<file path="config.mk">
export PLATFORM = sky130hd
export DESIGN_NAME = feature_row_reader_flat
export DESIGN_NICKNAME = d
export VERILOG_FILES = /design/src/rtl/feature_row_reader_pkg.sv /design/src/rtl/feature_row_reader_if.sv /design/src/rtl/feature_row_reader_bank_addr_gen.sv /design/src/rtl/feature_row_reader.sv /design/src/flat_wrapper.sv
export SDC_FILE = /design/constraint.sdc
export NUM_CORES = 1
export LEC_CHECK = 0
export ABC_AREA = 1
export CAP_MARGIN = 20
export CORE_AREA = 2 2 323 325
export DETAILED_ROUTE_END_ITERATION = 6
export DIE_AREA = 0 0 325 327
export GPL_TIMING_DRIVEN = 0
export HOLD_SLACK_MARGIN = 0.03
export PLACE_DENSITY_LB_ADDON = 0.25
export SLEW_MARGIN = 20
export SYNTH_ARGS = -nofsm -noshare
export SYNTH_HDL_FRONTEND = slang
export SYNTH_SLANG_ARGS = --single-unit
</file>
<file path="constraint.sdc">
create_clock -name clk -period 2.65 [get_ports clk]
set_input_delay 0.6625 -clock clk [delete_from_list [all_inputs] [get_ports clk]]
set_output_delay 0.6625 -clock clk [all_outputs]
set_load 0.02 [all_outputs]
</file>
<file path="src/rtl/feature_row_reader_pkg.sv">
// Shared definitions for the feature row reader.
//   - default geometry of a row slice (maps x pixels x bits) and address width
//   - ROW_W: width of one row slice bus
//   - clamp helpers applied when the configuration is latched
package feature_row_reader_pkg;

    localparam int TN_DEF            = 4;
    localparam int KERNEL_SIZE_DEF   = 3;
    localparam int FEATURE_WIDTH_DEF = 16;
    localparam int ADDR_WIDTH_DEF    = 10;
    localparam int NUM_BANKS         = 2;

    localparam int ROW_W = TN_DEF * KERNEL_SIZE_DEF * FEATURE_WIDTH_DEF;

    // Rows per window column: at least one, never more than the slice holds.
    function automatic logic [7:0] clamp_kernel(input logic [7:0] k,
                                                input logic [7:0] k_max);
        logic [7:0] res;
        if (k == 8'd0) begin
            res = 8'd1;
        end else if (k > k_max) begin
            res = k_max;
        end else begin
            res = k;
        end
        return res;
    endfunction

    // A bank fill always holds at least one window column.
    function automatic logic [7:0] clamp_cols(input logic [7:0] c);
        return (c == 8'd0) ? 8'd1 : c;
    endfunction

endpackage

</file>
<file path="src/rtl/feature_row_reader_if.sv">
// Bus bundle between the feature row reader and its surroundings
// (configuration, loader handshake, shifter requests, buffer read port).
//   slave  : view taken by feature_row_reader
//   master : view taken by the environment (loader, shifter, buffers)
interface feature_row_reader_if
    import feature_row_reader_pkg::*;
#(
    parameter int RW = ROW_W,
    parameter int AW = ADDR_WIDTH_DEF
) ();

    // configuration
    logic          cfg_valid;
    logic [7:0]    kernel_size;
    logic [AW-1:0] row_stride;
    logic [7:0]    num_cols;

    // loader handshake
    logic          bank_load_done_0;
    logic          bank_load_done_1;
    logic          bank_full_0;
    logic          bank_full_1;
    logic          bank_release_0;
    logic          bank_release_1;

    // shifter requests and returned row slices
    logic          feature_en_0;
    logic          feature_en_1;
    logic [RW-1:0] dia_0;
    logic [RW-1:0] dia_1;
    logic          dia_valid_0;
    logic          dia_valid_1;

    // feature buffer read ports
    logic          rd_en_0;
    logic          rd_en_1;
    logic [AW-1:0] rd_addr_0;
    logic [AW-1:0] rd_addr_1;
    logic [RW-1:0] rd_data_0;
    logic [RW-1:0] rd_data_1;

    logic          err_empty_rd;

    modport slave (
        input  cfg_valid, kernel_size, row_stride, num_cols,
        input  bank_load_done_0, bank_load_done_1,
        input  feature_en_0, feature_en_1,
        input  rd_data_0, rd_data_1,
        output bank_full_0, bank_full_1, bank_release_0, bank_release_1,
        output rd_en_0, rd_en_1, rd_addr_0, rd_addr_1,
        output dia_0, dia_1, dia_valid_0, dia_valid_1,
        output err_empty_rd
    );

    modport master (
        output cfg_valid, kernel_size, row_stride, num_cols,
        output bank_load_done_0, bank_load_done_1,
        output feature_en_0, feature_en_1,
        output rd_data_0, rd_data_1,
        input  bank_full_0, bank_full_1, bank_release_0, bank_release_1,
        input  rd_en_0, rd_en_1, rd_addr_0, rd_addr_1,
        input  dia_0, dia_1, dia_valid_0, dia_valid_1,
        input  err_empty_rd
    );

endinterface

</file>
<file path="src/rtl/feature_row_reader_bank_addr_gen.sv">
// Address walker for one feature buffer bank.
//   Inputs : clk, rst, feature_en (row request), load_done (bank filled),
//            k_cfg / num_cols_cfg / row_stride (latched, already clamped)
//   Outputs: rd_en, rd_addr (combinational read port drive), full,
//            release_pulse (one cycle after last read), dia_valid
// Walks K rows of a column (stepping by row_stride) and then moves to the
// next column; the address is row_base + col so no multiplier is needed.
module bank_addr_gen
    import feature_row_reader_pkg::*;
#(
    parameter int ADDR_WIDTH = ADDR_WIDTH_DEF
) (
    input  logic                  clk,
    input  logic                  rst,
    input  logic                  feature_en,
    input  logic                  load_done,
    input  logic [7:0]            k_cfg,
    input  logic [7:0]            num_cols_cfg,
    input  logic [ADDR_WIDTH-1:0] row_stride,
    output logic                  rd_en,
    output logic [ADDR_WIDTH-1:0] rd_addr,
    output logic                  full,
    output logic                  release_pulse,
    output logic                  dia_valid
);

    logic [7:0]            row_reg, row_next;
    logic [7:0]            col_reg, col_next;
    logic [ADDR_WIDTH-1:0] row_base_reg, row_base_next;
    logic                  full_reg, full_next;
    logic                  release_reg, release_next;
    logic                  valid_reg;

    logic last_row;
    logic last_col;

    assign rd_en    = feature_en & full_reg;
    assign rd_addr  = row_base_reg + ADDR_WIDTH'(col_reg);
    assign last_row = (row_reg == (k_cfg - 8'd1));
    assign last_col = (col_reg == (num_cols_cfg - 8'd1));

    always_comb begin
        row_next      = row_reg;
        col_next      = col_reg;
        row_base_next = row_base_reg;
        full_next     = full_reg;
        release_next  = 1'b0;
        if (rd_en) begin
            if (!last_row) begin
                row_next      = row_reg + 8'd1;
                row_base_next = row_base_reg + row_stride;
            end else if (!last_col) begin
                row_next      = 8'd0;
                row_base_next = '0;
                col_next      = col_reg + 8'd1;
            end else begin
                row_next      = 8'd0;
                col_next      = 8'd0;
                row_base_next = '0;
                full_next     = 1'b0;
                release_next  = 1'b1;
            end
        end
        // A refill landing on the final read keeps the bank full; the
        // release pulse for the consumed data still goes out.
        if (load_done) begin
            full_next = 1'b1;
        end
    end

    always_ff @(posedge clk) begin
        if (rst) begin
            row_reg      <= 8'd0;
            col_reg      <= 8'd0;
            row_base_reg <= '0;
            full_reg     <= 1'b0;
            release_reg  <= 1'b0;
            valid_reg    <= 1'b0;
        end else begin
            row_reg      <= row_next;
            col_reg      <= col_next;
            row_base_reg <= row_base_next;
            full_reg     <= full_next;
            release_reg  <= release_next;
            valid_reg    <= rd_en;
        end
    end

    assign full          = full_reg;
    assign release_pulse = release_reg;
    assign dia_valid     = valid_reg;

endmodule

</file>
<file path="src/rtl/feature_row_reader.sv">
// Read-side responder for the two ping-pong feature buffer banks that feed
// the vertical window shifter.
//   clk, rst : clock and synchronous active-high reset
//   bus      : feature_row_reader_if.slave -- config, loader handshake,
//              shifter requests/row slices, buffer read ports, error flag
// Each request reads one row slice; the buffer's registered output is passed
// straight to the shifter, so the slice is valid the cycle after the request.
module feature_row_reader
    import feature_row_reader_pkg::*;
#(
    parameter int Tn            = TN_DEF,
    parameter int KERNEL_SIZE   = KERNEL_SIZE_DEF,
    parameter int FEATURE_WIDTH = FEATURE_WIDTH_DEF,
    parameter int ADDR_WIDTH    = ADDR_WIDTH_DEF
) (
    input  logic                 clk,
    input  logic                 rst,
    feature_row_reader_if.slave  bus
);

    localparam int         RW    = Tn * KERNEL_SIZE * FEATURE_WIDTH;
    localparam logic [7:0] K_MAX = 8'(KERNEL_SIZE);

    logic [7:0]            k_reg, k_next;
    logic [7:0]            cols_reg, cols_next;
    logic [ADDR_WIDTH-1:0] stride_reg, stride_next;
    logic                  err_reg, err_next;

    logic [NUM_BANKS-1:0]  feature_en;
    logic [NUM_BANKS-1:0]  load_done;
    logic [NUM_BANKS-1:0]  full;
    logic [NUM_BANKS-1:0]  release_w;
    logic [NUM_BANKS-1:0]  rd_en;
    logic [NUM_BANKS-1:0]  dia_valid;
    logic [ADDR_WIDTH-1:0] rd_addr [NUM_BANKS];

    assign feature_en = {bus.feature_en_1, bus.feature_en_0};
    assign load_done  = {bus.bank_load_done_1, bus.bank_load_done_0};

    generate
        for (genvar gi = 0; gi < NUM_BANKS; gi++) begin : g_bank
            bank_addr_gen #(
                .ADDR_WIDTH (ADDR_WIDTH)
            ) u_bank (
                .clk           (clk),
                .rst           (rst),
                .feature_en    (feature_en[gi]),
                .load_done     (load_done[gi]),
                .k_cfg         (k_reg),
                .num_cols_cfg  (cols_reg),
                .row_stride    (stride_reg),
                .rd_en         (rd_en[gi]),
                .rd_addr       (rd_addr[gi]),
                .full          (full[gi]),
                .release_pulse (release_w[gi]),
                .dia_valid     (dia_valid[gi])
            );
        end
    endgenerate

    // Config may only change while nothing is buffered, so a bank is always
    // walked with the geometry it was loaded for.
    always_comb begin
        k_next      = k_reg;
        cols_next   = cols_reg;
        stride_next = stride_reg;
        if (bus.cfg_valid && (full == '0)) begin
            k_next      = clamp_kernel(bus.kernel_size, K_MAX);
            cols_next   = clamp_cols(bus.num_cols);
            stride_next = bus.row_stride;
        end
        err_next = err_reg | (|(feature_en & ~full));
    end

    always_ff @(posedge clk) begin
        if (rst) begin
            k_reg      <= K_MAX;
            cols_reg   <= 8'd1;
            stride_reg <= '0;
            err_reg    <= 1'b0;
        end else begin
            k_reg      <= k_next;
            cols_reg   <= cols_next;
            stride_reg <= stride_next;
            err_reg    <= err_next;
        end
    end

    logic [RW-1:0] row_0;
    logic [RW-1:0] row_1;
    assign row_0 = bus.rd_data_0;
    assign row_1 = bus.rd_data_1;

    assign bus.rd_en_0        = rd_en[0];
    assign bus.rd_en_1        = rd_en[1];
    assign bus.rd_addr_0      = rd_addr[0];
    assign bus.rd_addr_1      = rd_addr[1];
    assign bus.dia_0          = row_0;
    assign bus.dia_1          = row_1;
    assign bus.dia_valid_0    = dia_valid[0];
    assign bus.dia_valid_1    = dia_valid[1];
    assign bus.bank_full_0    = full[0];
    assign bus.bank_full_1    = full[1];
    assign bus.bank_release_0 = release_w[0];
    assign bus.bank_release_1 = release_w[1];
    assign bus.err_empty_rd   = err_reg;

endmodule

</file>
<file path="src/flat_wrapper.sv">
// flat-port wrapper written by rule: the top's interface ports become plain ports
module feature_row_reader_flat import feature_row_reader_pkg::*;
#(
    parameter int Tn            = TN_DEF,
    parameter int KERNEL_SIZE   = KERNEL_SIZE_DEF,
    parameter int FEATURE_WIDTH = FEATURE_WIDTH_DEF,
    parameter int ADDR_WIDTH    = ADDR_WIDTH_DEF
)
  (clk, rst, bus_cfg_valid, bus_kernel_size, bus_row_stride, bus_num_cols, bus_bank_load_done_0, bus_bank_load_done_1, bus_feature_en_0, bus_feature_en_1, bus_rd_data_0, bus_rd_data_1, bus_bank_full_0, bus_bank_full_1, bus_bank_release_0, bus_bank_release_1, bus_rd_en_0, bus_rd_en_1, bus_rd_addr_0, bus_rd_addr_1, bus_dia_0, bus_dia_1, bus_dia_valid_0, bus_dia_valid_1, bus_err_empty_rd);
  feature_row_reader_if bus_i ();
  input  logic clk;
  input  logic rst;
  input wire logic [$bits(bus_i.cfg_valid)-1:0] bus_cfg_valid;
  input wire logic [$bits(bus_i.kernel_size)-1:0] bus_kernel_size;
  input wire logic [$bits(bus_i.row_stride)-1:0] bus_row_stride;
  input wire logic [$bits(bus_i.num_cols)-1:0] bus_num_cols;
  input wire logic [$bits(bus_i.bank_load_done_0)-1:0] bus_bank_load_done_0;
  input wire logic [$bits(bus_i.bank_load_done_1)-1:0] bus_bank_load_done_1;
  input wire logic [$bits(bus_i.feature_en_0)-1:0] bus_feature_en_0;
  input wire logic [$bits(bus_i.feature_en_1)-1:0] bus_feature_en_1;
  input wire logic [$bits(bus_i.rd_data_0)-1:0] bus_rd_data_0;
  input wire logic [$bits(bus_i.rd_data_1)-1:0] bus_rd_data_1;
  output wire logic [$bits(bus_i.bank_full_0)-1:0] bus_bank_full_0;
  output wire logic [$bits(bus_i.bank_full_1)-1:0] bus_bank_full_1;
  output wire logic [$bits(bus_i.bank_release_0)-1:0] bus_bank_release_0;
  output wire logic [$bits(bus_i.bank_release_1)-1:0] bus_bank_release_1;
  output wire logic [$bits(bus_i.rd_en_0)-1:0] bus_rd_en_0;
  output wire logic [$bits(bus_i.rd_en_1)-1:0] bus_rd_en_1;
  output wire logic [$bits(bus_i.rd_addr_0)-1:0] bus_rd_addr_0;
  output wire logic [$bits(bus_i.rd_addr_1)-1:0] bus_rd_addr_1;
  output wire logic [$bits(bus_i.dia_0)-1:0] bus_dia_0;
  output wire logic [$bits(bus_i.dia_1)-1:0] bus_dia_1;
  output wire logic [$bits(bus_i.dia_valid_0)-1:0] bus_dia_valid_0;
  output wire logic [$bits(bus_i.dia_valid_1)-1:0] bus_dia_valid_1;
  output wire logic [$bits(bus_i.err_empty_rd)-1:0] bus_err_empty_rd;
  assign bus_i.cfg_valid = bus_cfg_valid;
  assign bus_i.kernel_size = bus_kernel_size;
  assign bus_i.row_stride = bus_row_stride;
  assign bus_i.num_cols = bus_num_cols;
  assign bus_i.bank_load_done_0 = bus_bank_load_done_0;
  assign bus_i.bank_load_done_1 = bus_bank_load_done_1;
  assign bus_i.feature_en_0 = bus_feature_en_0;
  assign bus_i.feature_en_1 = bus_feature_en_1;
  assign bus_i.rd_data_0 = bus_rd_data_0;
  assign bus_i.rd_data_1 = bus_rd_data_1;
  assign bus_bank_full_0 = bus_i.bank_full_0;
  assign bus_bank_full_1 = bus_i.bank_full_1;
  assign bus_bank_release_0 = bus_i.bank_release_0;
  assign bus_bank_release_1 = bus_i.bank_release_1;
  assign bus_rd_en_0 = bus_i.rd_en_0;
  assign bus_rd_en_1 = bus_i.rd_en_1;
  assign bus_rd_addr_0 = bus_i.rd_addr_0;
  assign bus_rd_addr_1 = bus_i.rd_addr_1;
  assign bus_dia_0 = bus_i.dia_0;
  assign bus_dia_1 = bus_i.dia_1;
  assign bus_dia_valid_0 = bus_i.dia_valid_0;
  assign bus_dia_valid_1 = bus_i.dia_valid_1;
  assign bus_err_empty_rd = bus_i.err_empty_rd;
  feature_row_reader #(.Tn(Tn), .KERNEL_SIZE(KERNEL_SIZE), .FEATURE_WIDTH(FEATURE_WIDTH), .ADDR_WIDTH(ADDR_WIDTH)) u_core (.clk(clk), .rst(rst), .bus(bus_i));
endmodule
</file>
**Wiring heat map**

Drawn at 1 px/um. 32 x 33 tiles, from dark purple (low) to yellow (high), scaled to the fullest tile. Values are wire area over tile area, all layers added.
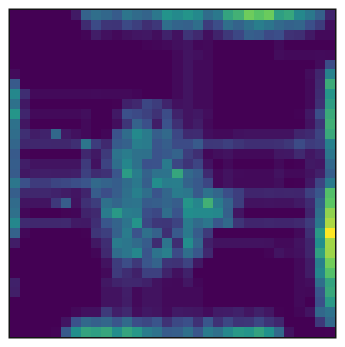
- tiles over half the peak: 4.2%
- nearly empty tiles: 36%
- mean over tiles: 0.067
- emptiest ninth of the die: top left
via count: 9203
Total GRT Usage: 7.91%
drt wl/cell: 14.1 um

**Metal 3**

Drawn at 1 px/um. Cells faint in the background.
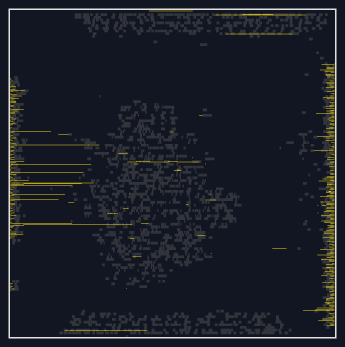
- share of all routed wire: 6.3%
- wire length on this layer: 2790 um
- nets with wire on the layer: 342
grt met3 use: 1.75%
WL final: 44.7 mm

==> flow_metrics.tcl <==
# place-and-route summary
set metrics [dict create \
    status "finished, violations left" \
    violations "negative setup slack" \
    htree_levels 3 \
    sh_seq_area_pct 11.1 \
    largest_area_cell "buf_4" \
    antenna_found_initial 6 \
    hold_violations 0 \
    top_logic_kind "buffers and inverters" \
    dr_wl_met3_mm 2.79 \
    setup_viol 6 \
    most_common_cell "buf_4" \
    period_needed_ps 2830 \
    aoi_share_pct 6.76 \
    syn_area_per_cell_um2 6.87 \
    flop_area_um2 1760 \
    max_stage_delay_ps 410 \
    yosys_cells 1300 \
    tool_warnings 28 \
    worstSetupStartpoint "u_core.g_bank[0].u_bank.col_reg[1]" \
    clock_power_share_pct 29.4 \
    syn_area_um2 8920 \
    hold_path_depth 2 \
    fin_skew_ps 17.8 \
    finalPower_uw 4870 \
    rows 118 \
    largest_cell_class "non-clock buffers" \
    post_cts.repair.setup_buffers 12 \
    lay_top_cells "423 x clkdlybuf4s50_1, 412 x buf_4, 235 x nand2_1, 105 x inv_1, 92 x nor2_1" \
    power_leader "combinational logic" \
    synth.distinct_cells 41 \
    grt_first_pass_wirelength_mm 62.3 \
    num-clock-buffers 10 \
    drt-met1-wl_mm 19.8 \
    clk-power_uw 1430 \
    cts_root_buf "clkbuf_16" \
    crit_buf_inv 2 \
    netlist_instances 1300 \
    end_kind "output port" \
    regToRegEndpoint "u_core.g_bank[1].u_bank.row_base_reg[8]" \
    die_area_um2 106000 \
    drt_iter0_markers 309 \
    r2r-start "u_core.g_bank[1].u_bank.row_base_reg[0]" \
    inv_count 119 \
    slew_headroom_pct 44.2 \
    gp_congestion 0.765 \
    buf_share_pct 47.3 \
    drc 0 \
    mux_share_pct 0 \
    worstMarginPinSlew_ps 836 \
    crit_required_ps 1990 \
    comb.multi_input.count 694 \
    min_to "u_core.bus.err_empty_rd" \
    logic_area_um2 4120 \
    cts_buffers 9 \
    largest_reg_flops 20 \
    ys.flops 85 \
    synthFlopType "dfxtp_1" \
    path_delay_family "simple AND/OR/NAND/NOR gates" \
    setup_slack_ps -181 \
    slowest_stage "fa_2" \
    met2_length_mm 20.9 \
    dp_cells 3124 \
    sh_comb_area_pct 25.9 \
    synth_adder_area_share_pct 6.50 \
    hp-class "reg -> reg" \
    fin_crit_sh_pct 107 \
    fin_hold_ws_ps 496 \
    fin_util_pct 15.4 \
    placed_area_um2 15100 \
    finalSetupTns_ps -691 \
    cts_tree "built" \
    synth.cellmix.simpleShare_pct 24.7 \
    drv_slew 0 \
    r2r_cells 11 \
    powerSeq_uw 1360 \
    total_leakage_power_uw 0.00689 \
    topCellsByArea "buf_4 32%, dfxtp_1 19%, nand2_1 10%, ha_1 5.6%, inv_1 4.8%" \
    edf_count 0 \
    seq_power_share_pct 28.0 \
    cts_sinks 85 \
    worst_setup_path_start_kind "flip-flop" \
    grt.met1_usage_pct 10.2 \
    p_int_uw 3130 \
    critPathMaxFanout 3 \
    ys_seq_share_pct 19.1 \
    highest_layer "met5" \
    fp_util_pct 8.67 \
    cts_hold_buf 0 \
    crit_chain "clkinvlp_4 > fa_2 > o21ai_2 > nand2_1 > nand2_1 > a21oi_2 > nor2_1 > o21ai_2 > nand2_1 > nand2_1 > nand2_2 > buf_6" \
    die_y_um 327 \
    first_pass_iters 4 \
    cts_buffer_depth 2 \
    grt_setup_unrepaired "true" \
    die_w_um 325 \
    ys_top_cells_by_count "386 x buf_4, 240 x nand2_1, 113 x inv_1" \
    fmax_mhz 353 \
    dp_hpwl_mm 39.0 \
    area_growth_syn_to_layout_pct 77.9 \
    pre_cts_slack_ps -1430 \
    layoutNonFillerInstCount 3162 \
    synth_nets 1761 \
    p_per_area_nw_per_um2 307 \
    insertion_delay_ps 380 \
    vias_per_cell 2.91 \
    maxCapViolCount 0 \
    io_pins 830 \
    overflow 0 \
    reg2reg_slack_ps 290 \
    yosysWarnings 0 \
    irDropWorstVdd_mv 0.252 \
    ys_area_um2 8920 \
    layout_top_cell "clkdlybuf4s50_1" \
    yosysTopAreaCellShare_pct 32.5 \
    ctsResizeCount 172 \
    ant_nets 0 \
]
